**Run 1: layout detail**

Bar = 10 um. Region (32, 32) to (62, 62) um. Cells in gray, sequential cells in the stronger gray; small squares are vias.
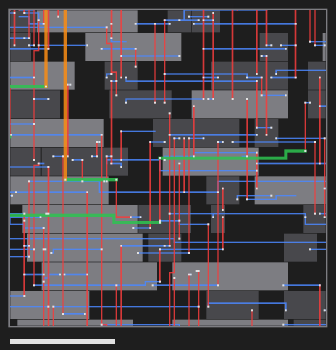
**Run 1: signal wires on met1**

Supply wires on this layer in gray.
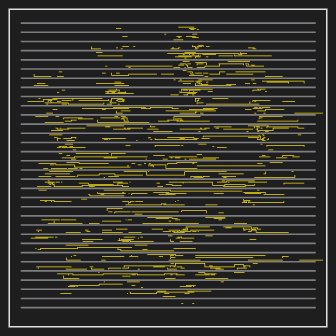
**Run 1: signal wires by layer**

Only two layers are drawn.
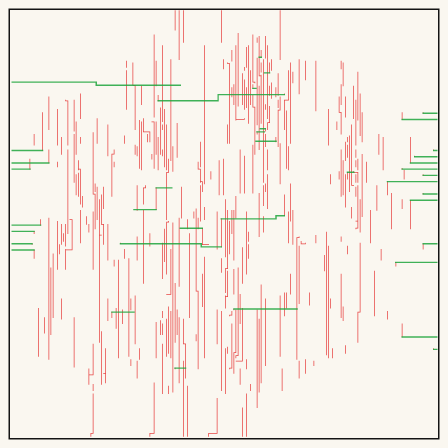
**Run 1: wires at chosen ports, followed through buffers**

Bar = 20 um.
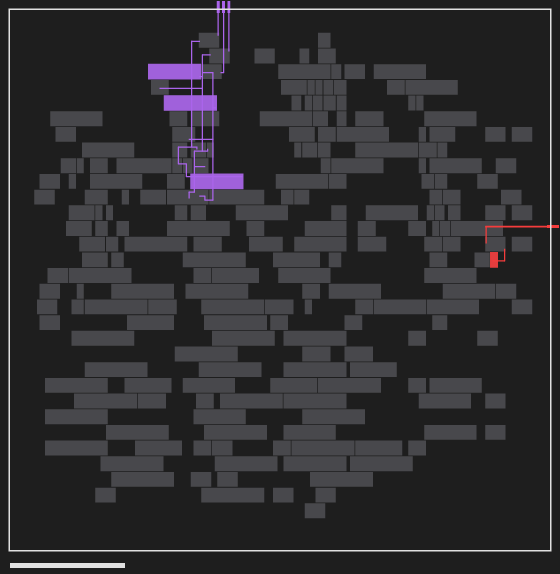
==> config.mk <==
export PLATFORM = sky130hd
export DESIGN_NAME = uart_cmd_sched
export DESIGN_NICKNAME = d
export VERILOG_FILES = /design/src/rtl/cmd_pkg.sv /design/src/rtl/cmd_fifo.sv /design/src/rtl/uart_cmd_sched.sv
export SDC_FILE = /design/constraint.sdc
export NUM_CORES = 1
export LEC_CHECK = 0
export CAP_MARGIN = 20
export CORE_MARGIN = 3
export CORE_UTILIZATION = 35
export CTS_CLUSTER_SIZE = 8
export DETAILED_ROUTE_END_ITERATION = 16
export HOLD_SLACK_MARGIN = 0.08
export PLACE_DENSITY = 0.53
export REMOVE_ABC_BUFFERS = 1
export SYNTH_ARGS = -nofsm -noshare
export SYNTH_HDL_FRONTEND = slang
export SYNTH_SLANG_ARGS = --single-unit
==> constraint.sdc <==
create_clock -name clock -period 3.95 [get_ports clock]
set_input_delay 0.395 -clock clock [delete_from_list [all_inputs] [get_ports clock]]
set_output_delay 0.395 -clock clock [all_outputs]
set_load 0.02 [all_outputs]
==> src/rtl/cmd_pkg.sv <==
// Shared definitions for the UART command scheduler: opcodes, command payload,
// scheduler FSM states and the opcode legality check.
package cmd_pkg;

  localparam int unsigned OP_W   = 4;
  localparam int unsigned DATA_W = 4;
  localparam int unsigned BYTE_W = OP_W + DATA_W;
  localparam int unsigned GAP_W  = 4;
  localparam int unsigned CNT_W  = 8;

  localparam logic [OP_W-1:0] OP_NOP   = 4'h0;
  localparam logic [OP_W-1:0] OP_CLEAR = 4'h1;
  localparam logic [OP_W-1:0] OP_LOAD  = 4'h2;
  localparam logic [OP_W-1:0] OP_SHOW  = 4'h4;

  typedef struct packed {
    logic [OP_W-1:0]   op;
    logic [DATA_W-1:0] data;
  } cmd_t;

  typedef enum logic [1:0] {
    ST_IDLE  = 2'd0,
    ST_ISSUE = 2'd1,
    ST_GAP   = 2'd2
  } sched_state_e;

  // Opcodes the executor understands; everything else is illegal.
  function automatic logic is_legal(input logic [OP_W-1:0] op);
    logic legal;
    case (op)
      OP_NOP, OP_CLEAR, OP_LOAD, OP_SHOW: legal = 1'b1;
      default:                            legal = 1'b0;
    endcase
    return legal;
  endfunction

endpackage

==> src/rtl/cmd_fifo.sv <==
// Circular command FIFO (DEPTH x cmd_t). Occupancy, ready (not full) and empty
// are registered so downstream handshakes never see a same-cycle pass-through.
module cmd_fifo
  import cmd_pkg::*;
#(
  parameter  int unsigned DEPTH = 4,
  localparam int unsigned PTR_W = $clog2(DEPTH),
  localparam int unsigned LVL_W = $clog2(DEPTH) + 1
) (
  input  logic             clock,
  input  logic             reset,
  input  logic             push,
  input  cmd_t             wdata,
  input  logic             pop,
  output cmd_t             rdata_c,
  output logic             ready,
  output logic             empty,
  output logic [LVL_W-1:0] level
);

  cmd_t             mem [DEPTH];
  logic [PTR_W-1:0] wr_ptr;
  logic [PTR_W-1:0] rd_ptr;
  logic             push_ok_c;
  logic             pop_ok_c;
  logic [LVL_W-1:0] level_d_c;

  assign push_ok_c = push & ready;
  assign pop_ok_c  = pop & ~empty;
  assign rdata_c   = mem[rd_ptr];

  // Next occupancy; simultaneous push and pop leave it unchanged.
  always_comb begin
    level_d_c = level;
    case ({push_ok_c, pop_ok_c})
      2'b10:   level_d_c = level + LVL_W'(1);
      2'b01:   level_d_c = level - LVL_W'(1);
      default: level_d_c = level;
    endcase
  end

  always_ff @(posedge clock or posedge reset) begin
    if (reset) begin
      wr_ptr <= '0;
      rd_ptr <= '0;
      level  <= '0;
      ready  <= 1'b1;
      empty  <= 1'b1;
    end else begin
      if (push_ok_c) wr_ptr <= wr_ptr + PTR_W'(1);
      if (pop_ok_c)  rd_ptr <= rd_ptr + PTR_W'(1);
      level <= level_d_c;
      ready <= (level_d_c != LVL_W'(DEPTH));
      empty <= (level_d_c == '0);
    end
  end

  // Storage needs no reset; occupancy tracking guards every read.
  always_ff @(posedge clock) begin
    if (push_ok_c) mem[wr_ptr] <= wdata;
  end

endmodule

==> src/rtl/uart_cmd_sched.sv <==
// UART-to-executor command scheduler: buffers command bytes, issues them one
// at a time and inserts a NOP gap after each. Optional UART_CMD_SCHED_FILTER_EN
// drops illegal opcodes at the FIFO input and flags them in err_sticky.
module uart_cmd_sched
  import cmd_pkg::*;
#(
  parameter  int unsigned DEPTH      = 4,
  parameter  int unsigned GAP_CYCLES = 2,
  localparam int unsigned LVL_W      = $clog2(DEPTH) + 1
) (
  input  logic              clock,
  input  logic              reset,
  input  logic              rx_valid,
  input  logic [BYTE_W-1:0] rx_byte,
  output logic              rx_ready,
  output logic [OP_W-1:0]   exec_instr,
  output logic [DATA_W-1:0] exec_data,
  output logic              exec_valid,
  input  logic              exec_ready,
  output logic [LVL_W-1:0]  fifo_level,
  output logic [CNT_W-1:0]  cmd_count,
  output logic              err_sticky
);

  sched_state_e      state_q, state_d;
  logic [GAP_W-1:0]  gap_q, gap_d;
  logic              valid_d;
  logic [OP_W-1:0]   instr_d;
  logic [DATA_W-1:0] data_d;
  logic              pop_c;
  logic              count_inc_c;

  cmd_t              rx_cmd_c;
  cmd_t              head_c;
  logic              fifo_empty;
  logic              accept_c;
  logic              illegal_c;
  logic              push_c;
  logic              err_set_c;

  assign rx_cmd_c = cmd_t'(rx_byte);
  assign accept_c = rx_valid & rx_ready;

`ifdef UART_CMD_SCHED_FILTER_EN
  assign illegal_c = ~is_legal(rx_cmd_c.op);
`else
  assign illegal_c = 1'b0;
`endif

  // NOPs are consumed at the input and never occupy a FIFO slot.
  assign push_c    = accept_c & (rx_cmd_c.op != OP_NOP) & ~illegal_c;
  assign err_set_c = (rx_valid & ~rx_ready) | (accept_c & illegal_c);

  cmd_fifo #(
    .DEPTH (DEPTH)
  ) u_fifo (
    .clock   (clock),
    .reset   (reset),
    .push    (push_c),
    .wdata   (rx_cmd_c),
    .pop     (pop_c),
    .rdata_c (head_c),
    .ready   (rx_ready),
    .empty   (fifo_empty),
    .level   (fifo_level)
  );

  // Scheduler next-state and next-output logic.
  always_comb begin
    state_d     = state_q;
    gap_d       = gap_q;
    valid_d     = exec_valid;
    instr_d     = exec_instr;
    data_d      = exec_data;
    pop_c       = 1'b0;
    count_inc_c = 1'b0;
    case (state_q)
      ST_IDLE: begin
        if (!fifo_empty) begin
          pop_c   = 1'b1;
          valid_d = 1'b1;
          instr_d = head_c.op;
          data_d  = head_c.data;
          state_d = ST_ISSUE;
        end
      end
      ST_ISSUE: begin
        if (exec_ready) begin
          count_inc_c = 1'b1;
          valid_d     = 1'b0;
          instr_d     = OP_NOP;
          data_d      = '0;
          gap_d       = GAP_W'(GAP_CYCLES);
          state_d     = ST_GAP;
        end
      end
      ST_GAP: begin
        if (gap_q <= GAP_W'(1)) begin
          gap_d   = '0;
          state_d = ST_IDLE;
        end else begin
          gap_d = gap_q - GAP_W'(1);
        end
      end
      default: begin
        valid_d = 1'b0;
        instr_d = OP_NOP;
        data_d  = '0;
        state_d = ST_IDLE;
      end
    endcase
  end

  always_ff @(posedge clock or posedge reset) begin
    if (reset) begin
      state_q    <= ST_IDLE;
      gap_q      <= '0;
      exec_valid <= 1'b0;
      exec_instr <= OP_NOP;
      exec_data  <= '0;
    end else begin
      state_q    <= state_d;
      gap_q      <= gap_d;
      exec_valid <= valid_d;
      exec_instr <= instr_d;
      exec_data  <= data_d;
    end
  end

  // Issue counter (free-running wrap) and sticky error flag.
  always_ff @(posedge clock or posedge reset) begin
    if (reset) begin
      cmd_count  <= '0;
      err_sticky <= 1'b0;
    end else begin
      if (count_inc_c) cmd_count <= cmd_count + CNT_W'(1);
      if (err_set_c)   err_sticky <= 1'b1;
    end
  end

endmodule

==> report_table.html, run 1 <==
<p>Metrics extracted from the flow reports.</p>
<table>
<tr><th>Metric</th><th>Value</th></tr>
<tr><th colspan="2">Setup path</th></tr>
<tr><td>Worst Path Required</td><td>4160 ps</td></tr>
<tr><td>Kind of critical path</td><td>input port to flip-flop</td></tr>
<tr><td>Kind of cell adding the most delay to the critical path</td><td>simple AND/OR/NAND/NOR gates</td></tr>
<tr><td>Signal arrival time at the worst endpoint</td><td>2700 ps</td></tr>
<tr><td>Worst setup SP type</td><td>input port</td></tr>
<tr><td>Register-to-register setup slack</td><td>1480 ps</td></tr>
<tr><td>Slowest CP cell</td><td>sky130_fd_sc_hd__clkdlybuf4s50_1</td></tr>
<tr><td>Endpoint kind of the worst setup timing path</td><td>flip-flop</td></tr>
<tr><td>List of cells traversed by the critical path</td><td>clkdlybuf4s50_1 -&gt; nor4_1 -&gt; nor2_1 -&gt; inv_1 -&gt; ha_1 -&gt; fa_1 -&gt; xnor2_1 -&gt; o21a_1 -&gt; or2_2</td></tr>
<tr><th colspan="2">Cells and area</th></tr>
<tr><td>Sequential share of cell area</td><td>0.5306</td></tr>
<tr><td>Number of multi-input logic gates</td><td>95</td></tr>
<tr><td>Filler Cell Count</td><td>669</td></tr>
<tr><td>Clock buffer count</td><td>9</td></tr>
<tr><td>Area of combinational cells with multiple inputs</td><td>845.8 um^2</td></tr>
<tr><td>Leading cell kind</td><td>flip-flops and latches</td></tr>
<tr><td>Final net count</td><td>233</td></tr>
<tr><td>Share of cells above drive strength 1</td><td>0.1521</td></tr>
<tr><td>Clock Network Area Fraction</td><td>0.07384</td></tr>
<tr><td>Relative area of non-clock buffer cells in the final design</td><td>0.1002</td></tr>
<tr><td>Top logic cell by instance count in the layout</td><td>sky130_fd_sc_hd__clkdlybuf4s50_1</td></tr>
<tr><td># diodes</td><td>0</td></tr>
<tr><td>Flop count</td><td>65</td></tr>
<tr><td>Multi-input gate share of the layout cell area</td><td>0.2508</td></tr>
<tr><td>Bufs w/o clock</td><td>34</td></tr>
<tr><td>Most frequent cells in the layout</td><td>sky130_fd_sc_hd__clkdlybuf4s50_1 (33), sky130_fd_sc_hd__edfxtp_1 (32), sky130_fd_sc_hd__dfrtp_1 (31)</td></tr>
<tr><td>Storage cell area</td><td>0.001789 mm^2</td></tr>
<tr><td>Final cell count without fillers</td><td>316</td></tr>
<tr><th colspan="2">Placed design</th></tr>
<tr><td>Half-perimeter wire length of the detailed placement result</td><td>3447 um</td></tr>
<tr><td>Routability Congestion</td><td>0.7769</td></tr>
<tr><td>Total placed cells including tap cells</td><td>300</td></tr>
<tr><th colspan="2">Timing</th></tr>
<tr><td>Final setup violation count</td><td>0</td></tr>
<tr><td>Clk_skew</td><td>11.83 ps</td></tr>
<tr><td>Worst-margin pin slew</td><td>605.5 ps</td></tr>
<tr><td>RSZ-0062 raised after global routing</td><td>no</td></tr>
<tr><td>Relative max-transition margin</td><td>0.5950</td></tr>
<tr><td>Final max-slew violation count</td><td>0</td></tr>
<tr><td>Final Cycle Share</td><td>0.6301</td></tr>
<tr><td>Total negative slack</td><td>0 ps</td></tr>
<tr><td>Post-layout min period</td><td>2489 ps</td></tr>
<tr><td>Max Freq</td><td>401.8 MHz</td></tr>
<tr><th colspan="2">Die</th></tr>
<tr><td>Starting density of the core</td><td>0.3649</td></tr>
<tr><td>Core area</td><td>0.007370 mm^2</td></tr>
<tr><td>Number of top-level pins</td><td>34</td></tr>
<tr><td>Vertical die size</td><td>93.65 um</td></tr>
<tr><td>Die width</td><td>93.65 um</td></tr>
<tr><td>Tapcells</td><td>99</td></tr>
<tr><th colspan="2">Yosys</th></tr>
<tr><td>Area share, top type</td><td>0.3574</td></tr>
<tr><td>Post-synthesis cell count from yosys</td><td>171</td></tr>
<tr><td>Compound Share, Synth</td><td>0.06142</td></tr>
<tr><td>Top logic family</td><td>simple AND/OR/NAND/NOR gates</td></tr>
<tr><td>Count of cell types in the netlist</td><td>38</td></tr>
<tr><td>Syn Std Cell Area</td><td>0.002689 mm^2</td></tr>
<tr><td>Ys async rst share</td><td>0.5077</td></tr>
<tr><td>MUX area fraction</td><td>0.07538</td></tr>
<tr><td>Number of synthesized flops with an enable pin</td><td>32</td></tr>
<tr><td>Avg Synthesized Cell Area</td><td>15.72 um^2</td></tr>
<tr><td>Yosys warns</td><td>0</td></tr>
<tr><td>Sequential cell area fraction in the yosys report</td><td>0.6654</td></tr>
<tr><td>Post-synthesis adder-cell area fraction</td><td>0.04467</td></tr>
<tr><td>Number of standard cells after synthesis</td><td>171</td></tr>
<tr><td>Total of flip-flops plus latches after synthesis</td><td>65</td></tr>
<tr><td>Cell taking the most area after synthesis</td><td>sky130_fd_sc_hd__edfxtp_1</td></tr>
<tr><th colspan="2">GRT</th></tr>
<tr><td>Overflow after GRT</td><td>0</td></tr>
<tr><td>Number of global-route vias before repair</td><td>1669</td></tr>
<tr><td>Number of antenna violations at the first check in global routing</td><td>0</td></tr>
<tr><th colspan="2">Pwr</th></tr>
<tr><td>Switching power as a share of total power</td><td>0.3334</td></tr>
<tr><td>Power density over the cells</td><td>805.4 mW/mm^2</td></tr>
<tr><td>Internal power</td><td>1810 uW</td></tr>
<tr><td>Clk network pwr share</td><td>0.258</td></tr>
<tr><td>Net switching component of the power</td><td>905.5 uW</td></tr>
<tr><td>Worst ir drop on vdd</td><td>0.2778 mV</td></tr>
<tr><td>Reported leakage power</td><td>0.001340 uW</td></tr>
<tr><td>Final Power</td><td>2716 uW</td></tr>
<tr><td>Share of power burned in registers</td><td>0.412</td></tr>
<tr><th colspan="2">Drt</th></tr>
<tr><td>Total length of routed wires</td><td>4954 um</td></tr>
<tr><td>Detailed-routed wire length on met2</td><td>2421 um</td></tr>
<tr><td>Routed wire per std cell</td><td>15.68 um</td></tr>
<tr><td>Routed via count</td><td>1561</td></tr>
<tr><td>Top metal layer carrying routed signals</td><td>met4</td></tr>
<tr><td>First-pass iteration count of the detailed router</td><td>4</td></tr>
<tr><td>Met3 Wirelength</td><td>259 um</td></tr>
<tr><td>Antenna violation net count after detailed routing</td><td>0</td></tr>
<tr><th colspan="2">CTS</th></tr>
<tr><td>Post-CTS Hold Buffers</td><td>0</td></tr>
<tr><td>CTS Root Cell</td><td>sky130_fd_sc_hd__clkbuf_8</td></tr>
<tr><td>Worst-Skew Late Latency</td><td>340 ps</td></tr>
<tr><td>Clock tree from TritonCTS</td><td>built</td></tr>
<tr><td>Post-cts resize count</td><td>0</td></tr>
<tr><td>Post-CTS repair timing setup buffer count</td><td>0</td></tr>
<tr><th colspan="2">Job</th></tr>
<tr><td>Number of warnings the tools reported</td><td>29</td></tr>
<tr><th colspan="2">Run status</th></tr>
<tr><td>Run status</td><td>complete, no violations</td></tr>
</table>
About 'layout detail':
Blue stands for met1. Red stands for met2. Orange stands for met4. Green stands for met3.
Most frequent: edfxtp_1 (8), clkbuf_8 (4), dfrtp_1 (4). 34 logic cells have their middle in the window. Netlist names of flops here include `u_fifo.mem` (8), `u_fifo.rd_ptr` (2). Sequential cells in the window: 13.

About 'signal wires on met1':
The layer carries 2160 um of wire. 200 nets have wire on it. The wires run mostly horizontal.

About 'signal wires by layer':
Green stands for met3, wire length 259 um. Red stands for met2, wire length 2420 um.

About 'wires at chosen ports, followed through buffers':
Purple stands for `fifo_level`, direction output, end cells 3, buffers 3, wire 133 um. Red stands for `reset`, direction input, end cells 1, buffers 1, wire 17.8 um.

run 1: power groups by stage:
stage | Sequential [uW] | Combinational (uW) | Clock (uW)
floorplan | 1190 | 503 | 0
global placement | 1120 | 886 | 0
detailed placement | 1140 | 915 | 0
CTS | 1130 | 915 | 713
global route | 1160 | 987 | 751
finish | 1120 | 896 | 699
run 1: sequential cells by signal, summed over array words and instances, names as in the netlist:
signal,flops
u_fifo.empty,1
exec_instr,4
u_fifo.rd_ptr,2
gap_q,4
exec_valid,1
exec_data,4
state_q,2
cmd_count,8
u_fifo.wr_ptr,2
u_fifo.ready,1
err_sticky,1
u_fifo.level,3
u_fifo.mem,32
run 1: cells in the mapped netlist (3+ instances only):
master / n
sky130_fd_sc_hd__inv_1: 7
sky130_fd_sc_hd__nor3_1: 3
sky130_fd_sc_hd__a21o_1: 3
sky130_fd_sc_hd__mux4_2: 8
sky130_fd_sc_hd__ha_1: 8
sky130_fd_sc_hd__nand3_1: 5
sky130_fd_sc_hd__nand4_1: 3
sky130_fd_sc_hd__o21ai_0: 5
sky130_fd_sc_hd__xor2_1: 4
sky130_fd_sc_hd__dfrtp_1: 31
sky130_fd_sc_hd__a22o_1: 8
sky130_fd_sc_hd__xnor2_1: 8
sky130_fd_sc_hd__nand2_1: 8
sky130_fd_sc_hd__nor2_1: 4
sky130_fd_sc_hd__and2_1: 4
sky130_fd_sc_hd__edfxtp_1: 32
run 1: worst min-delay path, cell delays in order:
cell and delay, ps:
sky130_fd_sc_hd__clkdlybuf4s50_1 400, sky130_fd_sc_hd__inv_1 50, sky130_fd_sc_hd__buf_4 370
run 1: final timing paths:
kind / startpoint / to / depth (start not counted)
setup / recovery: rx_byte[5] / u_fifo.level[2]$_DFF_PP0_ / 9
hold / removal: reset / exec_data[2]$_DFFE_PP0P_ / 3
setup reg to reg: state_q[0]$_DFFE_PP0P_ / u_fifo.empty$_DFF_PP1_ / 6
hold reg to reg: err_sticky$_DFFE_PP0P_ / err_sticky$_DFFE_PP0P_ / 1
max in group asynchronous: reset / u_fifo.empty$_DFF_PP1_ / 3
min in group clock: err_sticky$_DFFE_PP0P_ / err_sticky$_DFFE_PP0P_ / 1
run 1: per-stage QoR:
stage,setup slack [ps],utilization,hold WS [ps],instance area (um^2)
3_3_place_gp,1200,0.4238,446.7,3123
3_5_place_dp,1102,0.4238,465.8,3123
6_report,1461,0.4576,444.8,3372
2_1_floorplan,1652,-,490.1,2661
4_1_cts,1423,0.4576,460.2,3372
5_1_grt,1270,0.4576,485.4,3372
run 1: layer usage:
| metal | GRT usage | up-vias |
|---|---|---|
| met2 | 0.2031 | 43 |
| li1 | - | 722 |
| met4 | 0.06258 | 0 |
| met1 | 0.1533 | 783 |
| met3 | 0.04567 | 13 |
| met5 | 0 | - |
run 1: logic make-up after synthesis:
group                    count (synthesis)
AND-OR/OR-AND                           22
XOR/XNOR                                12
adder cells (fa/ha/maj)                  9
buffers and inverters                   11
flip-flops                              65
multiplexers                            10
AND/OR/NAND/NOR                         42
**Run 1: clock nets**

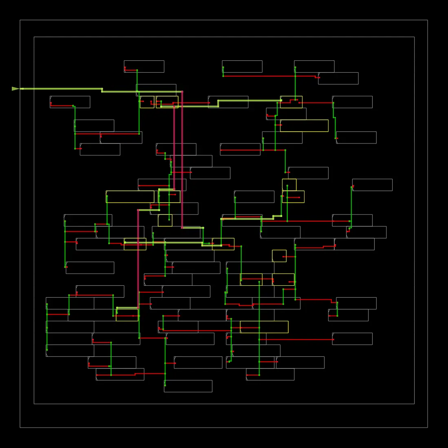

--- run 2 (diff from run 1) ---
==> constraint.sdc (replaced) <==
create_clock -name clock -period 2.4 [get_ports clock]
set_input_delay 0.24 -clock clock [delete_from_list [all_inputs] [get_ports clock]]
set_output_delay 0.24 -clock clock [all_outputs]
set_load 0.02 [all_outputs]
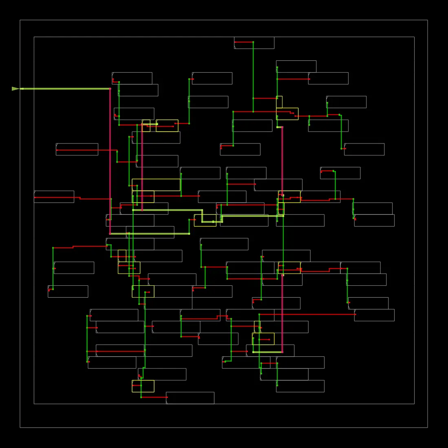
**Above:** run 2 (clock nets).
clock buffer count: 12
clk_skew: 9.172 ps
TritonCTS Buffers: 9
CTS sink cnt: 65

==> report_table.html, run 2 <==
<p>Metrics extracted from the flow reports.</p>
<table>
<tr><th>Metric</th><th>Value</th></tr>
<tr><th colspan="2">Pwr</th></tr>
<tr><td>Power density over the cells</td><td>1263 mW/mm^2 (was 805.4 mW/mm^2)</td></tr>
<tr><td>Switching power as a share of total power</td><td>0.3393 (was 0.3334)</td></tr>
<tr><td>Share of power burned in registers</td><td>0.435 (was 0.412)</td></tr>
<tr><td>Clk network pwr share</td><td>0.210 (was 0.258)</td></tr>
<tr><td>Reported leakage power</td><td>0.001342 uW (was 0.001340 uW)</td></tr>
<tr><td>Final Power</td><td>4241 uW (was 2716 uW)</td></tr>
<tr><td>Net switching component of the power</td><td>1439 uW (was 905.5 uW)</td></tr>
<tr><td>Worst ir drop on vdd</td><td>0.4805 mV (was 0.2778 mV)</td></tr>
<tr><td>Internal power</td><td>2802 uW (was 1810 uW)</td></tr>
<tr><th colspan="2">Cells and area</th></tr>
<tr><td>Growth of design area from synthesis to finish</td><td>24.85% (was 25.41%)</td></tr>
<tr><td>Filler Cell Count</td><td>674 (was 669)</td></tr>
<tr><td>Largest Register</td><td>u_fifo.mem (unchanged)</td></tr>
<tr><td>Share of cells above drive strength 1</td><td>0.1614 (was 0.1521)</td></tr>
<tr><td>Largest registers</td><td>u_fifo.mem x32, cmd_count x8 (unchanged)</td></tr>
<tr><td>Final net count</td><td>239 (was 233)</td></tr>
<tr><td># diodes</td><td>0 (unchanged)</td></tr>
<tr><td>Top logic cell by instance count in the layout</td><td>sky130_fd_sc_hd__clkdlybuf4s50_1 (unchanged)</td></tr>
<tr><td>Largest register FFs</td><td>32 (unchanged)</td></tr>
<tr><td>Most frequent cells in the layout</td><td>sky130_fd_sc_hd__clkdlybuf4s50_1 (33), sky130_fd_sc_hd__edfxtp_1 (32), sky130_fd_sc_hd__dfrtp_1 (31) (unchanged)</td></tr>
<tr><th colspan="2">Setup path</th></tr>
<tr><td>Signal arrival time at the worst endpoint</td><td>2370 ps (was 2700 ps)</td></tr>
<tr><td>Worst Path Required</td><td>2610 ps (was 4160 ps)</td></tr>
<tr><td>Worst setup SP type</td><td>flip-flop (was input port)</td></tr>
<tr><td>Endpoint kind of the worst setup timing path</td><td>flip-flop (unchanged)</td></tr>
<tr><td>Kind of critical path</td><td>flip-flop to flip-flop (was input port to flip-flop)</td></tr>
<tr><th colspan="2">Drt</th></tr>
<tr><td>Total length of routed wires</td><td>4994 um (was 4954 um)</td></tr>
<tr><td>First-pass iteration count of the detailed router</td><td>6 (was 4)</td></tr>
<tr><td>Routed via count</td><td>1606 (was 1561)</td></tr>
<tr><td>Antenna violation net count after detailed routing</td><td>0 (unchanged)</td></tr>
<tr><td>Routed wire per std cell</td><td>15.51 um (was 15.68 um)</td></tr>
<tr><th colspan="2">GRT</th></tr>
<tr><td>Met2 Usage GRT</td><td>0.2091 (was 0.2031)</td></tr>
<tr><td>Most Crowded Layer GR</td><td>met2 (unchanged)</td></tr>
<tr><td>Overflow after GRT</td><td>0 (unchanged)</td></tr>
<tr><td>Met1 GRT Util</td><td>0.1530 (was 0.1533)</td></tr>
<tr><td>Number of global-route vias before repair</td><td>1720 (was 1669)</td></tr>
<tr><td>Met3 track demand over resource</td><td>0.02885 (was 0.04567)</td></tr>
<tr><td>Number of antenna violations at the first check in global routing</td><td>0 (unchanged)</td></tr>
<tr><th colspan="2">Yosys</th></tr>
<tr><td>Total of flip-flops plus latches after synthesis</td><td>65 (unchanged)</td></tr>
<tr><td>Synth cell count leaders</td><td>sky130_fd_sc_hd__edfxtp_1 (32), sky130_fd_sc_hd__dfrtp_1 (31) (unchanged)</td></tr>
<tr><td>Area share, top type</td><td>0.3574 (unchanged)</td></tr>
<tr><td>Sequential cell area fraction in the yosys report</td><td>0.6654 (unchanged)</td></tr>
<tr><td>Top-count cell post-synth</td><td>sky130_fd_sc_hd__edfxtp_1 (unchanged)</td></tr>
<tr><td>Ys async rst share</td><td>0.5077 (unchanged)</td></tr>
<tr><td>Number of synthesized flops with an enable pin</td><td>32 (unchanged)</td></tr>
<tr><td>Avg Synthesized Cell Area</td><td>15.72 um^2 (unchanged)</td></tr>
<tr><td>Number of standard cells after synthesis</td><td>171 (unchanged)</td></tr>
<tr><td>Count of cell types in the netlist</td><td>38 (unchanged)</td></tr>
<tr><td>Syn Std Cell Area</td><td>0.002689 mm^2 (unchanged)</td></tr>
<tr><td>Post-synthesis cell count from yosys</td><td>171 (unchanged)</td></tr>
<tr><th colspan="2">Timing</th></tr>
<tr><td>RSZ-0062 raised after global routing</td><td>no (unchanged)</td></tr>
<tr><td>Final Cycle Share</td><td>0.8989</td></tr>
<tr><td>Max Freq</td><td>463.5 MHz</td></tr>
<tr><td>Worst-margin pin slew</td><td>625.0 ps (was 605.5 ps)</td></tr>
<tr><td>Total negative slack</td><td>0 ps (unchanged)</td></tr>
<tr><td>Relative max-transition margin</td><td>0.5833 (was 0.5950)</td></tr>
<tr><td>Post-layout min period</td><td>2157 ps</td></tr>
<tr><td>Final max-slew violation count</td><td>0 (unchanged)</td></tr>
<tr><th colspan="2">Die</th></tr>
<tr><td>Number of core rows</td><td>31 (unchanged)</td></tr>
<tr><td>Die width</td><td>93.65 um (unchanged)</td></tr>
<tr><td>Starting density of the core</td><td>0.3649 (unchanged)</td></tr>
<tr><td>Vertical die size</td><td>93.65 um (unchanged)</td></tr>
<tr><td>Area of the chip</td><td>0.008770 mm^2 (unchanged)</td></tr>
<tr><td>Core area</td><td>0.007370 mm^2 (unchanged)</td></tr>
<tr><th colspan="2">Placed design</th></tr>
<tr><td>Half-perimeter wire length of the detailed placement result</td><td>3411 um (was 3447 um)</td></tr>
<tr><td>Routability Congestion</td><td>0.7708 (was 0.7769)</td></tr>
<tr><th colspan="2">CTS</th></tr>
<tr><td>Worst-Skew Late Latency</td><td>330 ps (was 340 ps)</td></tr>
<tr><td>Post-cts resize count</td><td>0 (unchanged)</td></tr>
<tr><td>Post-CTS Hold Buffers</td><td>0 (unchanged)</td></tr>
<tr><td>Clock tree from TritonCTS</td><td>built (unchanged)</td></tr>
<tr><td>Post-CTS repair timing setup buffer count</td><td>0 (unchanged)</td></tr>
<tr><td>CTS Root Cell</td><td>sky130_fd_sc_hd__clkbuf_8 (unchanged)</td></tr>
<tr><th colspan="2">Job</th></tr>
<tr><td>Number of warnings the tools reported</td><td>29 (unchanged)</td></tr>
<tr><th colspan="2">Run status</th></tr>
<tr><td>Run status</td><td>complete, no violations (unchanged)</td></tr>
</table>
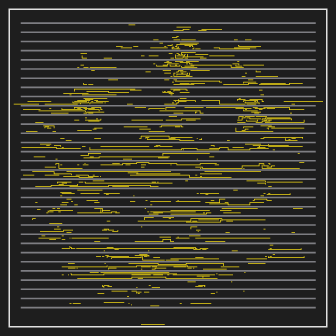
**Above:** run 2 (signal wires on met1).
Supply wires on this layer in gray.
The layer holds 44% of the routed length. The wires run mostly horizontal. The layer carries 2220 um of wire.

## run 2: netlist changes by cell type in the layout (fill, tap and decap cells not counted)
cell,change
sky130_fd_sc_hd__buf_4,+6
sky130_fd_sc_hd__bufinv_16,-2
sky130_fd_sc_hd__clkbuf_1,+2
sky130_fd_sc_hd__clkinv_2,+2
sky130_fd_sc_hd__clkinv_4,-2
sky130_fd_sc_hd__inv_6,-2
sky130_fd_sc_hd__clkbuf_8,+1
sky130_fd_sc_hd__clkinv_1,+1
## run 2: routing by layer
| layer | up-vias | share of wire |
|---|---|---|
| met4 | 0 | 0.017 |
| met2 | 44 | 0.49 |
| met3 | 8 | 0.044 |
| li1 | 735 | - |
| met1 | 819 | 0.44 |
| met5 | - | 0 |
## run 2: power groups by stage
stage,combinational (uW),clock [uW],sequential (uW)
final,1500,891,1850
after CTS,1530,921,1850
after floorplan,827,0,1960
after global placement,1460,0,1850
after detailed placement,1530,0,1880
after global routing,1660,966,1900
## run 2: logic make-up (layout without fill, tap and decap cells)
logic type	after synthesis	after routing	synth area share
multiplexers	10	10	0.07538
XOR/XNOR	12	12	0.03909
adder cells (fa/ha/maj)	9	9	0.04467
AND/OR/NAND/NOR	42	42	0.09400
AND-OR/OR-AND	22	22	0.06142
flip-flops	65	65	0.6654
buffers and inverters	11	63	0.02001
## run 2: worst max-delay path: stages, from the launching register on
cell and delay [ps]:
sky130_fd_sc_hd__dfstp_2 540, sky130_fd_sc_hd__nand2_1 50, sky130_fd_sc_hd__nor2_1 130, sky130_fd_sc_hd__inv_1 60
sky130_fd_sc_hd__ha_1 210, sky130_fd_sc_hd__fa_1 380, sky130_fd_sc_hd__xnor2_1 150, sky130_fd_sc_hd__o21a_1 200
sky130_fd_sc_hd__or2_2 300
## run 2: layout make-up
class                      instances  area, um^2  area share
clock inverter                     4       43.79     0.01305
timing repair buffer              40       382.9      0.1141
inverter                           7       26.28    0.007827
multi-input combinational         95       845.8      0.2520
tap                               99       123.9     0.03690
sequential                        65        1789      0.5330
clock buffer                      12       145.1     0.04324
## run 2: stage by stage
stage / cells / setup slack, ps / hold slack, ps / util / cell area, um^2
2_1_floorplan: 167 / 101.5 / 335.1 / - / 2661
3_3_place_gp: 306 / 108.7 / 440.5 / 0.4299 / 3168
3_5_place_dp: 306 / -26.63 / 462.9 / 0.4299 / 3168
4_1_cts: 322 / 222.6 / 325.3 / 0.4555 / 3357
5_1_grt: 322 / 96.76 / 372.0 / 0.4555 / 3357
6_report: 322 / 242.6 / 318.5 / 0.4555 / 3357
## run 2: path summary, 6_finish.rpt
check                                          from                        end  slack, ps  cells past startpoint
setup / recovery             u_fifo.ready$_DFF_PP1_  u_fifo.level[2]$_DFF_PP0_        240                      8
min in group clock         cmd_count[7]$_DFFE_PP0P_   cmd_count[7]$_DFFE_PP0P_        470                      1
max in group asynchronous                     reset     u_fifo.ready$_DFF_PP1_       1730                      3
hold / removal                                reset   exec_data[1]$_DFFE_PP0P_        320                      3
setup reg to reg             u_fifo.ready$_DFF_PP1_  u_fifo.level[2]$_DFF_PP0_        240                      8
hold reg to reg            cmd_count[7]$_DFFE_PP0P_   cmd_count[7]$_DFFE_PP0P_        470                      1
--- run 3 (diff from run 2) ---
--- a/config.mk
+++ b/config.mk
@@ -7,12 +7,14 @@
 export LEC_CHECK = 0
 export CAP_MARGIN = 20
 export CORE_MARGIN = 3
-export CORE_UTILIZATION = 35
+export CORE_UTILIZATION = 54
 export CTS_CLUSTER_SIZE = 8
 export DETAILED_ROUTE_END_ITERATION = 16
 export HOLD_SLACK_MARGIN = 0.08
-export PLACE_DENSITY = 0.53
+export PLACE_DENSITY = 0.76
 export REMOVE_ABC_BUFFERS = 1
+export SKIP_CTS_REPAIR_TIMING = 1
 export SYNTH_ARGS = -nofsm -noshare
 export SYNTH_HDL_FRONTEND = slang
+export SYNTH_HIERARCHICAL = 1
 export SYNTH_SLANG_ARGS = --single-unit
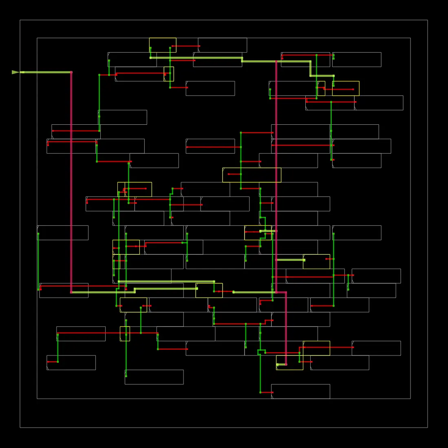
**Above:** run 3 (clock nets).
total clock network power: 878 uW
Worst-Skew Late Latency: 330 ps
flop count: 65

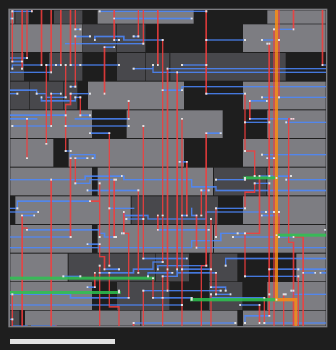
**Above:** run 3 (layout detail).
Bar = 10 um. Region (23, 23) to (53, 53) um. Cells in gray, sequential cells in the stronger gray; small squares are vias.
Blue stands for met1. Orange stands for met4. Red stands for met2. Green stands for met3.
Netlist names of flops here include `u_fifo/mem` (17), `exec_instr` (3), `u_fifo/rd_ptr` (2). 39 logic cells have their middle in the window. Sequential cells in the window: 23. Most frequent: edfxtp_1 (17), dfrtp_1 (6), buf_4 (3).

==> report_table.html, run 3 <==
<p>Metrics extracted from the flow reports.</p>
<table>
<tr><th>Metric</th><th>Value</th></tr>
<tr><th colspan="2">Run status</th></tr>
<tr><td>Run status</td><td>complete, no violations (unchanged)</td></tr>
<tr><th colspan="2">Timing</th></tr>
<tr><td>Final setup violation count</td><td>0 (unchanged)</td></tr>
<tr><td>Relative max-transition margin</td><td>0.6005 (was 0.5833)</td></tr>
<tr><td>Post-layout min period</td><td>2235 ps (was 2157 ps)</td></tr>
<tr><td>RSZ-0062 raised after global routing</td><td>no (unchanged)</td></tr>
<tr><td>Final Cycle Share</td><td>0.9313 (was 0.8989)</td></tr>
<tr><td>Clk_skew</td><td>7.346 ps (was 9.172 ps)</td></tr>
<tr><td>Final worst slack</td><td>164.9 ps (was 242.6 ps)</td></tr>
<tr><td>Hold violation count in the final report</td><td>0 (unchanged)</td></tr>
<tr><td>Final max-slew violation count</td><td>0 (unchanged)</td></tr>
<tr><td>Worst-margin pin slew</td><td>599.3 ps (was 625.0 ps)</td></tr>
<tr><td>Max Freq</td><td>447.4 MHz (was 463.5 MHz)</td></tr>
<tr><th colspan="2">GRT</th></tr>
<tr><td>Overflow after GRT</td><td>0 (unchanged)</td></tr>
<tr><td>GRT Util Overall</td><td>0.1865 (was 0.1272)</td></tr>
<tr><td>Largest net degree at the start of global routing</td><td>21 (was 34)</td></tr>
<tr><td>Number of antenna violations at the first check in global routing</td><td>0 (unchanged)</td></tr>
<tr><td>First-pass GRT wire length</td><td>8107 um (was 8300 um)</td></tr>
<tr><td>Number of global-route vias before repair</td><td>1635 (was 1720)</td></tr>
<tr><th colspan="2">Yosys</th></tr>
<tr><td>Number of synthesized flops with an enable pin</td><td>32 (unchanged)</td></tr>
<tr><td>Yosys warns</td><td>6 (was 0)</td></tr>
<tr><td>Area reported by Yosys stat</td><td>0.002709 mm^2 (was 0.002689 mm^2)</td></tr>
<tr><td>Sequential cell area fraction in the yosys report</td><td>0.6605 (was 0.6654)</td></tr>
<tr><td>Avg Synthesized Cell Area</td><td>15.48 um^2 (was 15.72 um^2)</td></tr>
<tr><td>Largest cells by area after synthesis</td><td>sky130_fd_sc_hd__edfxtp_1 (35%), sky130_fd_sc_hd__dfrtp_1 (29%), sky130_fd_sc_hd__mux4_2 (6.7%) (was sky130_fd_sc_hd__edfxtp_1 (36%), sky130_fd_sc_hd__dfrtp_1 (29%), sky130_fd_sc_hd__mux4_2 (6.7%))</td></tr>
<tr><td>Ys async rst share</td><td>0.5077 (unchanged)</td></tr>
<tr><td>Top-count cell post-synth</td><td>sky130_fd_sc_hd__edfxtp_1 (unchanged)</td></tr>
<tr><td>Top FF cell, synth</td><td>sky130_fd_sc_hd__edfxtp_1 (unchanged)</td></tr>
<tr><td>Post-synthesis cell count from yosys</td><td>175 (was 171)</td></tr>
<tr><td>Area share, top type</td><td>0.3547 (was 0.3574)</td></tr>
<tr><td>Count of cell types in the netlist</td><td>37 (was 38)</td></tr>
<tr><td>Total of flip-flops plus latches after synthesis</td><td>65 (unchanged)</td></tr>
<tr><td>Synth cell count leaders</td><td>sky130_fd_sc_hd__edfxtp_1 (32), sky130_fd_sc_hd__dfrtp_1 (31), sky130_fd_sc_hd__inv_1 (11) (was sky130_fd_sc_hd__edfxtp_1 (32), sky130_fd_sc_hd__dfrtp_1 (31))</td></tr>
<tr><td>Number of standard cells after synthesis</td><td>175 (was 171)</td></tr>
<tr><td>Cell taking the most area after synthesis</td><td>sky130_fd_sc_hd__edfxtp_1 (unchanged)</td></tr>
<tr><td>Syn Std Cell Area</td><td>0.002709 mm^2 (was 0.002689 mm^2)</td></tr>
<tr><th colspan="2">Cells and area</th></tr>
<tr><td>Storage cell area</td><td>0.001789 mm^2 (unchanged)</td></tr>
<tr><td>Filler Cell Count</td><td>311 (was 674)</td></tr>
<tr><td># diodes</td><td>0 (unchanged)</td></tr>
<tr><td>Share of cells above drive strength 1</td><td>0.1790 (was 0.1614)</td></tr>
<tr><td>Area of combinational cells with multiple inputs</td><td>844.6 um^2 (was 845.8 um^2)</td></tr>
<tr><td>Top logic cell by instance count in the layout</td><td>sky130_fd_sc_hd__clkdlybuf4s50_1 (unchanged)</td></tr>
<tr><td>Growth of design area from synthesis to finish</td><td>23.79% (was 24.85%)</td></tr>
<tr><td>Largest register FFs</td><td>32 (unchanged)</td></tr>
<tr><td>Largest Register</td><td>u_fifo/mem (was u_fifo.mem)</td></tr>
<tr><td>Largest registers</td><td>u_fifo/mem x32, cmd_count x8 (was u_fifo.mem x32, cmd_count x8)</td></tr>
<tr><td>Final net count</td><td>245 (was 239)</td></tr>
<tr><td>Most frequent cells in the layout</td><td>sky130_fd_sc_hd__clkdlybuf4s50_1 (33), sky130_fd_sc_hd__edfxtp_1 (32), sky130_fd_sc_hd__dfrtp_1 (31) (unchanged)</td></tr>
<tr><td>Final core utilization</td><td>0.7007 (was 0.4555)</td></tr>
<tr><th colspan="2">Drt</th></tr>
<tr><td>Routed via count</td><td>1568 (was 1606)</td></tr>
<tr><td>Post-route DRC violation count</td><td>0 (unchanged)</td></tr>
<tr><td>Number of violations reported at the end of detailed-routing iteration 0</td><td>99 (was 74)</td></tr>
<tr><td>Routed wire per std cell</td><td>16.31 um (was 15.51 um)</td></tr>
<tr><td>Total length of routed wires</td><td>4828 um (was 4994 um)</td></tr>
<tr><td>Antenna violation net count after detailed routing</td><td>0 (unchanged)</td></tr>
<tr><td>First-pass iteration count of the detailed router</td><td>4 (was 6)</td></tr>
<tr><td>Per-cell via count in the routed design</td><td>5.297 (was 4.988)</td></tr>
<tr><th colspan="2">CTS</th></tr>
<tr><td>TritonCTS Buffers</td><td>9 (unchanged)</td></tr>
<tr><td>CTS sink cnt</td><td>65 (unchanged)</td></tr>
<tr><td>Clock tree from TritonCTS</td><td>built (unchanged)</td></tr>
<tr><td>Clock transition at path regs</td><td>70 ps (about the same)</td></tr>
<tr><td>Max H-tree Level</td><td>3 (unchanged)</td></tr>
<tr><td>CTS Root Cell</td><td>sky130_fd_sc_hd__clkbuf_8 (unchanged)</td></tr>
<tr><td>Maximum buffer depth of the clock tree</td><td>2 (unchanged)</td></tr>
<tr><th colspan="2">Pwr</th></tr>
<tr><td>Power density over the cells</td><td>1262 mW/mm^2 (was 1263 mW/mm^2)</td></tr>
<tr><td>Reported leakage power</td><td>0.001388 uW (was 0.001342 uW)</td></tr>
<tr><td>Worst ir drop on vdd</td><td>0.9512 mV (was 0.4805 mV)</td></tr>
<tr><td>Final Power</td><td>4231 uW (was 4241 uW)</td></tr>
<tr><th colspan="2">Placed design</th></tr>
<tr><td>Pre-CTS worst setup slack</td><td>-123.5 ps (was -26.63 ps)</td></tr>
<tr><td>Tally of buffers added on design ports</td><td>33 (unchanged)</td></tr>
<tr><td>Half-perimeter wire length of the detailed placement result</td><td>3372 um (was 3411 um)</td></tr>
<tr><td>Routability Congestion</td><td>0.7182 (was 0.7708)</td></tr>
<tr><th colspan="2">Die</th></tr>
<tr><td>Number of top-level pins</td><td>34 (unchanged)</td></tr>
<tr><td>Area of the chip</td><td>0.005902 mm^2 (was 0.008770 mm^2)</td></tr>
<tr><td>Starting density of the core</td><td>0.5660 (was 0.3649)</td></tr>
<tr><td>Die width</td><td>76.83 um (was 93.65 um)</td></tr>
<tr><td>Vertical die size</td><td>76.83 um (was 93.65 um)</td></tr>
<tr><td>Number of core rows</td><td>25 (was 31)</td></tr>
<tr><td>Core area</td><td>0.004786 mm^2 (was 0.007370 mm^2)</td></tr>
<tr><th colspan="2">Job</th></tr>
<tr><td>Number of warnings the tools reported</td><td>29 (unchanged)</td></tr>
<tr><td>Number of max-capacitance violations reported</td><td>0 (unchanged)</td></tr>
<tr><th colspan="2">Setup path</th></tr>
<tr><td>Endpoint kind of the worst setup timing path</td><td>flip-flop (unchanged)</td></tr>
<tr><td>Maximum fanout encountered on the critical timing path</td><td>8 (was 3)</td></tr>
<tr><td>Worst setup SP type</td><td>flip-flop (unchanged)</td></tr>
<tr><td>Signal arrival time at the worst endpoint</td><td>2500 ps (was 2370 ps)</td></tr>
<tr><td>Worst Path Required</td><td>2660 ps (was 2610 ps)</td></tr>
<tr><td>Kind of critical path</td><td>flip-flop to flip-flop (unchanged)</td></tr>
<tr><th colspan="2">Min path</th></tr>
<tr><td>Classification of the worst-slack hold path</td><td>input port to async pin (unchanged)</td></tr>
</table>
## run 3: cell count changes in the layout (fill, tap and decap cells not counted), sizes merged, moves of 2 or more
cell,before,now
buf,7,10
and3,1,5
nor3b,2,0
nor3,4,6
inv,7,11
and2,4,0
## run 3: cell families after synthesis
| logic type | share of synthesized area |
|---|---|
| mux | 0.07436 |
| compound gates | 0.05728 |
| fa+ha+maj | 0.04434 |
| flops | 0.6605 |
| simple gates | 0.09192 |
| xor+xnor | 0.04203 |
| buf+inv | 0.02956 |
## run 3: path summary, 6_finish.rpt
| path | end | slack (ps) | startpoint | cells after the start |
|---|---|---|---|---|
| setup / recovery | u_fifo/ready$_DFF_PP1_ | 160 | u_fifo/ready$_DFF_PP1_ | 9 |
| setup reg to reg | u_fifo/ready$_DFF_PP1_ | 160 | u_fifo/ready$_DFF_PP1_ | 9 |
| max in group asynchronous | state_q[0]$_DFFE_PP0P_ | 1700 | reset | 3 |
| hold / removal | exec_instr[0]$_DFFE_PP0P_ | 150 | reset | 2 |
| min in group clock | err_sticky$_DFFE_PP0P_ | 470 | err_sticky$_DFFE_PP0P_ | 1 |
| hold reg to reg | err_sticky$_DFFE_PP0P_ | 470 | err_sticky$_DFFE_PP0P_ | 1 |
## run 3: layer usage
metal / GRT usage / up-vias / part of all wire
met1: 0.2232 / 781 / 0.43
met4: 0.09783 / 0 / 0.021
met3: 0.05516 / 7 / 0.036
met2: 0.3049 / 33 / 0.52
li1: - / 747 / -
met5: 0 / - / 0
## run 3: layout make-up
class | count | share of cell area
clock buffers | 13 | 0.04440
clock inverters | 3 | 0.01194
inverters | 11 | 0.01231
multi-input cells | 94 | 0.2519
flip-flops and latches | 65 | 0.5336
well taps | 67 | 0.02500
repair buffers | 43 | 0.1209
## run 3: through the flow
step	setup TNS [ps]	cells	area, um^2	hold slack [ps]
detailed placement	-223.4	280	3159	449.0
global route	0	296	3353	155.7
CTS	0	296	3348	139.1
global placement	-47.46	280	3159	443.6
floorplan	-145.6	170	2670	66.49
finish	0	296	3353	151.2
## run 3: critical path, stage by stage, from the launching register on
cell and delay (ps):
sky130_fd_sc_hd__dfstp_2 580, sky130_fd_sc_hd__nand2_1 80, sky130_fd_sc_hd__nor2_2 170, sky130_fd_sc_hd__nand2_1 100
sky130_fd_sc_hd__ha_1 220, sky130_fd_sc_hd__inv_1 70, sky130_fd_sc_hd__fa_1 430, sky130_fd_sc_hd__and3b_1 180
sky130_fd_sc_hd__a31oi_1 190, sky130_fd_sc_hd__o21bai_1 140
## run 3: report_power, final
part	internal [uW]	switching (uW)	total [uW]
registers	1510	275	1780
logic	806	766	1570
clock network	506	372	878
Power figures rest on the tool's default switching activity, not on a simulated workload.
